**src/rtl/hsv_core_ctrlstatus_regs_pkg.sv**
```systemverilog
// Shared CSR numbers, mcountinhibit layout and the bit-masked write merge
// used by the machine counter block.
package hsv_core_ctrlstatus_regs_pkg;

  localparam logic [11:0] CSR_MCOUNTINHIBIT = 12'h320;
  localparam logic [11:0] CSR_MCYCLE        = 12'hB00;
  localparam logic [11:0] CSR_MINSTRET      = 12'hB02;
  localparam logic [11:0] CSR_MCYCLEH       = 12'hB80;
  localparam logic [11:0] CSR_MINSTRETH     = 12'hB82;
  localparam logic [11:0] CSR_CYCLE         = 12'hC00;
  localparam logic [11:0] CSR_INSTRET       = 12'hC02;
  localparam logic [11:0] CSR_CYCLEH        = 12'hC80;
  localparam logic [11:0] CSR_INSTRETH      = 12'hC82;

  localparam int unsigned MCOUNTINHIBIT_CY = 0;
  localparam int unsigned MCOUNTINHIBIT_IR = 2;

  // Only CY and IR are backed by flops; every other bit reads as zero.
  localparam logic [31:0] MCOUNTINHIBIT_MASK =
    (32'd1 << MCOUNTINHIBIT_CY) | (32'd1 << MCOUNTINHIBIT_IR);

  function automatic logic [31:0] merge_bits(input logic [31:0] old_val,
                                             input logic [31:0] wr_data,
                                             input logic [31:0] wr_biten);
    return (old_val & ~wr_biten) | (wr_data & wr_biten);
  endfunction

endpackage

```
**src/rtl/hsv_core_ctrlstatus_counter64.sv**
```systemverilog
// 64-bit event counter with per-half bit-masked writes; a write in a cycle
// discards that cycle's increment so software sees exactly what it wrote.
module hsv_core_ctrlstatus_counter64
  import hsv_core_ctrlstatus_regs_pkg::*;
(
  input  logic        clk_i,
  input  logic        rst_n_i,
  input  logic        inc_en_i,
  input  logic [7:0]  inc_amt_i,
  input  logic        wr_lo_i,
  input  logic        wr_hi_i,
  input  logic [31:0] wr_data_i,
  input  logic [31:0] wr_biten_i,
  output logic [63:0] value_o
);

  logic [31:0] lo_q, lo_d;
  logic [31:0] hi_q, hi_d;
  logic [63:0] sum;

  assign sum = {hi_q, lo_q} + {56'd0, inc_amt_i};

  always_comb begin
    lo_d = lo_q;
    hi_d = hi_q;
    if (wr_lo_i || wr_hi_i) begin
      if (wr_lo_i) lo_d = merge_bits(lo_q, wr_data_i, wr_biten_i);
      if (wr_hi_i) hi_d = merge_bits(hi_q, wr_data_i, wr_biten_i);
    end else if (inc_en_i) begin
      // Full 64-bit add so the low-to-high carry lands in the same cycle.
      {hi_d, lo_d} = sum;
    end
  end

  always_ff @(posedge clk_i or negedge rst_n_i) begin
    if (!rst_n_i) begin
      lo_q <= 32'd0;
      hi_q <= 32'd0;
    end else begin
      lo_q <= lo_d;
      hi_q <= hi_d;
    end
  end

  assign value_o = {hi_q, lo_q};

endmodule

```
**src/rtl/hsv_core_ctrlstatus_counters.sv**
```systemverilog
// Machine counter CSR block: mcycle/minstret, user shadows and mcountinhibit
// behind the ctrlstatus register bus, one-cycle registered responses.
module hsv_core_ctrlstatus_counters
  import hsv_core_ctrlstatus_regs_pkg::*;
(
  input  logic        clk_core,
  input  logic        rst_core_n,
  input  logic        regs_req,
  input  logic        regs_req_is_wr,
  input  logic [15:0] regs_addr,
  input  logic [31:0] regs_wr_data,
  input  logic [31:0] regs_wr_biten,
  output logic        regs_req_stall_rd,
  output logic        regs_req_stall_wr,
  output logic        regs_rd_ack,
  output logic        regs_rd_err,
  output logic [31:0] regs_rd_data,
  output logic        regs_wr_ack,
  output logic        regs_wr_err,
  input  logic        retire
);

  logic [11:0] csr_num;
  logic        addr_ok;
  logic        rd_req;
  logic        wr_req;
  logic        wr_ok;
  logic        rd_hit;
  logic [31:0] rd_val;
  logic        wr_hit;
  logic        cy_wr_lo, cy_wr_hi, ir_wr_lo, ir_wr_hi, inh_wr;
  logic [63:0] cy_val, ir_val;

  logic [31:0] inh_q, inh_d;
  logic        rd_ack_q, wr_ack_q, rd_err_q, wr_err_q;
  logic [31:0] rd_data_q;

  assign csr_num = regs_addr[15:4];
  assign addr_ok = (regs_addr[3:0] == 4'h0);
  assign rd_req  = regs_req & ~regs_req_is_wr;
  assign wr_req  = regs_req & regs_req_is_wr;
  assign wr_ok   = wr_req & addr_ok;

  assign cy_wr_lo = wr_ok && (csr_num == CSR_MCYCLE);
  assign cy_wr_hi = wr_ok && (csr_num == CSR_MCYCLEH);
  assign ir_wr_lo = wr_ok && (csr_num == CSR_MINSTRET);
  assign ir_wr_hi = wr_ok && (csr_num == CSR_MINSTRETH);
  assign inh_wr   = wr_ok && (csr_num == CSR_MCOUNTINHIBIT);
  assign wr_hit   = cy_wr_lo | cy_wr_hi | ir_wr_lo | ir_wr_hi | inh_wr;

  assign inh_d = merge_bits(inh_q, regs_wr_data, regs_wr_biten) & MCOUNTINHIBIT_MASK;

  always_comb begin
    rd_hit = 1'b1;
    rd_val = 32'd0;
    case (csr_num)
      CSR_MCYCLE,    CSR_CYCLE:    rd_val = cy_val[31:0];
      CSR_MCYCLEH,   CSR_CYCLEH:   rd_val = cy_val[63:32];
      CSR_MINSTRET,  CSR_INSTRET:  rd_val = ir_val[31:0];
      CSR_MINSTRETH, CSR_INSTRETH: rd_val = ir_val[63:32];
      CSR_MCOUNTINHIBIT:           rd_val = inh_q;
      default:                     rd_hit = 1'b0;
    endcase
    if (!addr_ok) begin
      rd_hit = 1'b0;
      rd_val = 32'd0;
    end
  end

  hsv_core_ctrlstatus_counter64 u_mcycle (
    .clk_i      (clk_core),
    .rst_n_i    (rst_core_n),
    .inc_en_i   (~inh_q[MCOUNTINHIBIT_CY]),
    .inc_amt_i  (8'd1),
    .wr_lo_i    (cy_wr_lo),
    .wr_hi_i    (cy_wr_hi),
    .wr_data_i  (regs_wr_data),
    .wr_biten_i (regs_wr_biten),
    .value_o    (cy_val)
  );

  hsv_core_ctrlstatus_counter64 u_minstret (
    .clk_i      (clk_core),
    .rst_n_i    (rst_core_n),
    .inc_en_i   (~inh_q[MCOUNTINHIBIT_IR]),
    .inc_amt_i  ({7'd0, retire}),
    .wr_lo_i    (ir_wr_lo),
    .wr_hi_i    (ir_wr_hi),
    .wr_data_i  (regs_wr_data),
    .wr_biten_i (regs_wr_biten),
    .value_o    (ir_val)
  );

  // Responses: read data captures the counters as they stand at the request edge.
  always_ff @(posedge clk_core or negedge rst_core_n) begin
    if (!rst_core_n) begin
      rd_ack_q  <= 1'b0;
      wr_ack_q  <= 1'b0;
      rd_err_q  <= 1'b0;
      wr_err_q  <= 1'b0;
      rd_data_q <= 32'd0;
      inh_q     <= 32'd0;
    end else begin
      rd_ack_q <= rd_req;
      wr_ack_q <= wr_req;
      if (rd_req) begin
        rd_err_q  <= ~rd_hit;
        rd_data_q <= rd_val;
      end
      if (wr_req) wr_err_q <= ~wr_hit;
      if (inh_wr) inh_q <= inh_d;
    end
  end

  assign regs_req_stall_rd = 1'b0;
  assign regs_req_stall_wr = 1'b0;
  assign regs_rd_ack       = rd_ack_q;
  assign regs_rd_err       = rd_err_q;
  assign regs_rd_data      = rd_data_q;
  assign regs_wr_ack       = wr_ack_q;
  assign regs_wr_err       = wr_err_q;

endmodule

```
**config.mk**
```make
export PLATFORM = sky130hd
export DESIGN_NAME = hsv_core_ctrlstatus_counters
export DESIGN_NICKNAME = d
export VERILOG_FILES = /design/src/rtl/hsv_core_ctrlstatus_regs_pkg.sv /design/src/rtl/hsv_core_ctrlstatus_counter64.sv /design/src/rtl/hsv_core_ctrlstatus_counters.sv
export SDC_FILE = /design/constraint.sdc
export NUM_CORES = 1
export LEC_CHECK = 0
export CELL_PAD_IN_SITES_DETAIL_PLACEMENT = 2
export CELL_PAD_IN_SITES_GLOBAL_PLACEMENT = 2
export CORE_MARGIN = 4
export CORE_UTILIZATION = 35
export DETAILED_ROUTE_END_ITERATION = 16
export PLACE_DENSITY_LB_ADDON = 0.1
export REMOVE_ABC_BUFFERS = 1
export SLEW_MARGIN = 40
export SYNTH_ARGS = -nofsm -noshare
export SYNTH_HDL_FRONTEND = slang
export SYNTH_SLANG_ARGS = --single-unit
```
**constraint.sdc**
```tcl
create_clock -name clk_core -period 3.45 [get_ports clk_core]
set_input_delay 0.5175 -clock clk_core [delete_from_list [all_inputs] [get_ports clk_core]]
set_output_delay 0.5175 -clock clk_core [all_outputs]
set_load 0.02 [all_outputs]
```
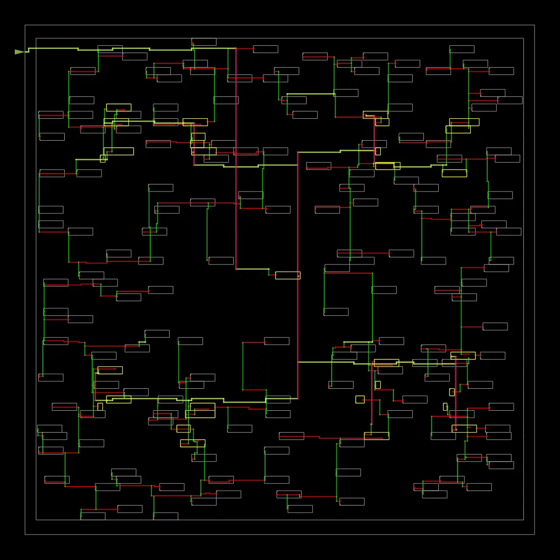
Figure 1: clock nets.
TritonCTS Sinks: 166
TritonCTS Buffers: 17
Flops: 166
clk latency late pin: 0.47 ns

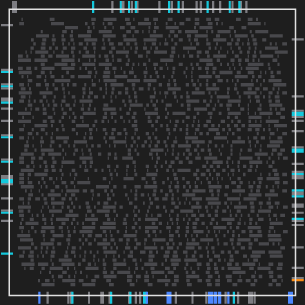
Figure 2: pin map.
Scale: 1.5 px per µm. Pins as bars across the die edge, other pins in gray.
color	port	pins	direction	edge
blue	`regs_addr`	16	input	south
orange	`rst_core_n`	1	input	east
cyan	`regs_wr_data`	32	input	9 west, 9 north, 8 east, 6 south
all pins by edge	41 south, 30 east, 27 north, 25 west
die width: 190 µm
Die Y-Extent: 190 µm
I/O Buffers: 120

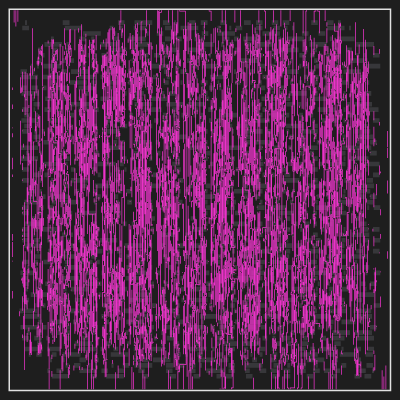
Figure 3: M2 wires.
Scale: 2 px per µm. Cells faint in the background.
longest straight run	75.1 µm
wire length on this layer	29.4 mm
main direction	vertical

==> changes_impl.md <==
### Implementation results

- Status: complete, no violations
- Area figure in the yosys stat output: 11600 µm²
- Dominant cell area share: 35.9%
- Die ar.: 36100 µm²
- Leak Pwr: 5.53 nW
- Top-level I/O count: 123
- Cycle use final: 91.6%
- Final Setup Violations: 0
- Delay-heaviest family, CP: simple AND/OR/NAND/NOR gates
- Init Core Util: 35.5%
- Longest Clk Path Bufs: 2
- Critical path depth: 6
- Placed Cells: 1990
- Slowest CP cell: or4_1
- H-tree lvl count: 4
- Ys flops: 166
- Comb gates: 1128
- Drt pass-1 iters: 6
- Top Layout Cells: 172 x nand2_1, 166 x dfrtp_1, 118 x clkdlybuf4s50_1
- Number of global-route vias before repair: 14600
- Total gr overflow: 0
- Invs w/o clock: 31
- Share of cells above drive strength 1: 11.7%
- Multi-input gate area: 6970 µm²
- Worst path bufs/invs: 0
- Synth Area per Inst: 8.11 µm²
- Routed WL: 66.3 mm
- Final ANT Viol Nets: 0
- WL/cell: 32.8 µm
- Buffering overhead: 14.5%
- Fraction of registers with async set/reset: 100%
- Setup repair bufs after CTS: 0
- Seq/Total Area, Yosys: 35.9%
- Post-place setup slack: 0.129 ns
- Area growth, synth to finish: 25.2%
- Largest net degree at the start of global routing: 64
- Number of DRC markers in iteration 0: 1163
- EDFF count, synth: 0
- Clock transition at path regs: 0.07 ns
- # Taps: 442
- Critical Path End Type: flip-flop
- Mapped cell area: 11600 µm²
- Total tool warning count: 25
- Register area: 4150 µm²
- Design area: 14500 µm²
- Largest cells by area: dfrtp_1 36%, nand2_1 5.6%, nand3_1 4.5%, o21ai_0 4.3%, a21oi_1 3.8%
- Crit-path cells: nand4_2, or4_4, or4_1, nor3_2, or3b_1, nand3_1
- Commonest cells post-synth: 174 x nand2_1, 166 x dfrtp_1, 104 x nand3_1
- Layout clock buffer count: 22
- Final net count: 1655
- Post-CTS Hold Fix Bufs: 0
- CTS tree: built
- Yosys top cell by area: dfrtp_1
- Top cell excl fill/tap: nand2_1
- Layout clock area frac: 4.19%
- Critical Path Source Type: flip-flop
- DP Wirelength: 48.0 mm
- Seq area share: 28.6%
- FF-to-FF path depth: 6
- Slew headroom: 44.6%
- RePlAce Congestion: 0.976
- First-pass GRT wire length: 97.2 mm
- RSZ-0062 raised after global routing: no
- Avg Vias per Cell: 6.88
- Post-cts repair resize count: 0
- Least-Margin Pin Slew: 0.831 ns
- Vias: 13900
- Num rows: 66
- Synth warn: 0
- Max-Cap Viols: 0
- Worst-path fanout max: 5
- CORE AREA: 32600 µm²
- Final Power: 4.93 mW
- Multi-input combinational area share: 48.1%
- Antenna diodes: 0
- Most used flip-flop cell after synthesis: dfrtp_1
- Worst Path Arrival: 3.56 ns
- Cell Type Count: 82
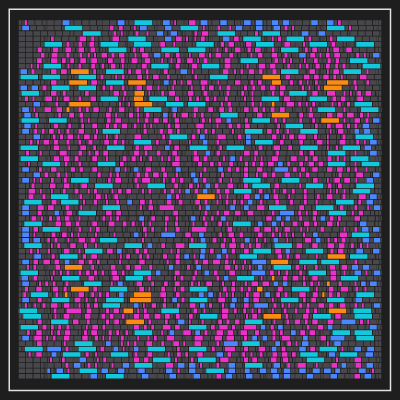
Figure 4: cell classes on the final placement.
Scale: 2 px per µm. Fill, decap, tap and diode cells in gray.
color	class	cells	share of their area
magenta	remaining logic cells	1159	51%
cyan	registers	166	30%
orange	clock drivers and dummy loads	31	4.4%
blue	remaining buffers and delay cells	223	15%

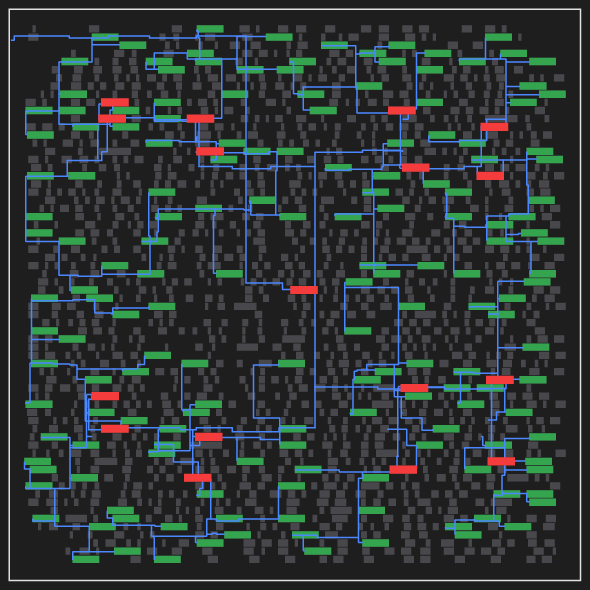
Figure 5: clock network drawn from the DEF.
Scale: 3 px per µm.
[blue] clock wires | length: 2920 µm
[green] flip-flops | count: 166
[red] clock-net drivers | count: 17
routed clock nets	18
flops lie	all over the die

[cells by family after synthesis]
kind of cell,after synthesis,share of synthesized area (%)
other,1,0.0324
xor gates and xnor gates,11,0.832
muxes,30,2.69
DFF,166,35.9
buffers and inverters,135,4.82
AOI/OAI and AO/OA,447,26.4
and+or+nand+nor,635,29.0
adders and majority gates,3,0.324
[per-layer routing]
metal	share of wire [%]	track usage, %
met4	5.4	17.9
met3	8.6	8.59
met1	42	48.0
met5	0.018	0
met2	44	55.6
[power by group]
part / leakage [nW] / internal (mW) / total, mW / switching [mW]
Combinational: 3.10 / 0.243 / 0.608 / 0.365
Sequential: 2.12 / 2.02 / 2.20 / 0.172
Clock: 0.306 / 1.21 / 2.12 / 0.916
No activity file was given, so power comes from the tool's default toggle rates.
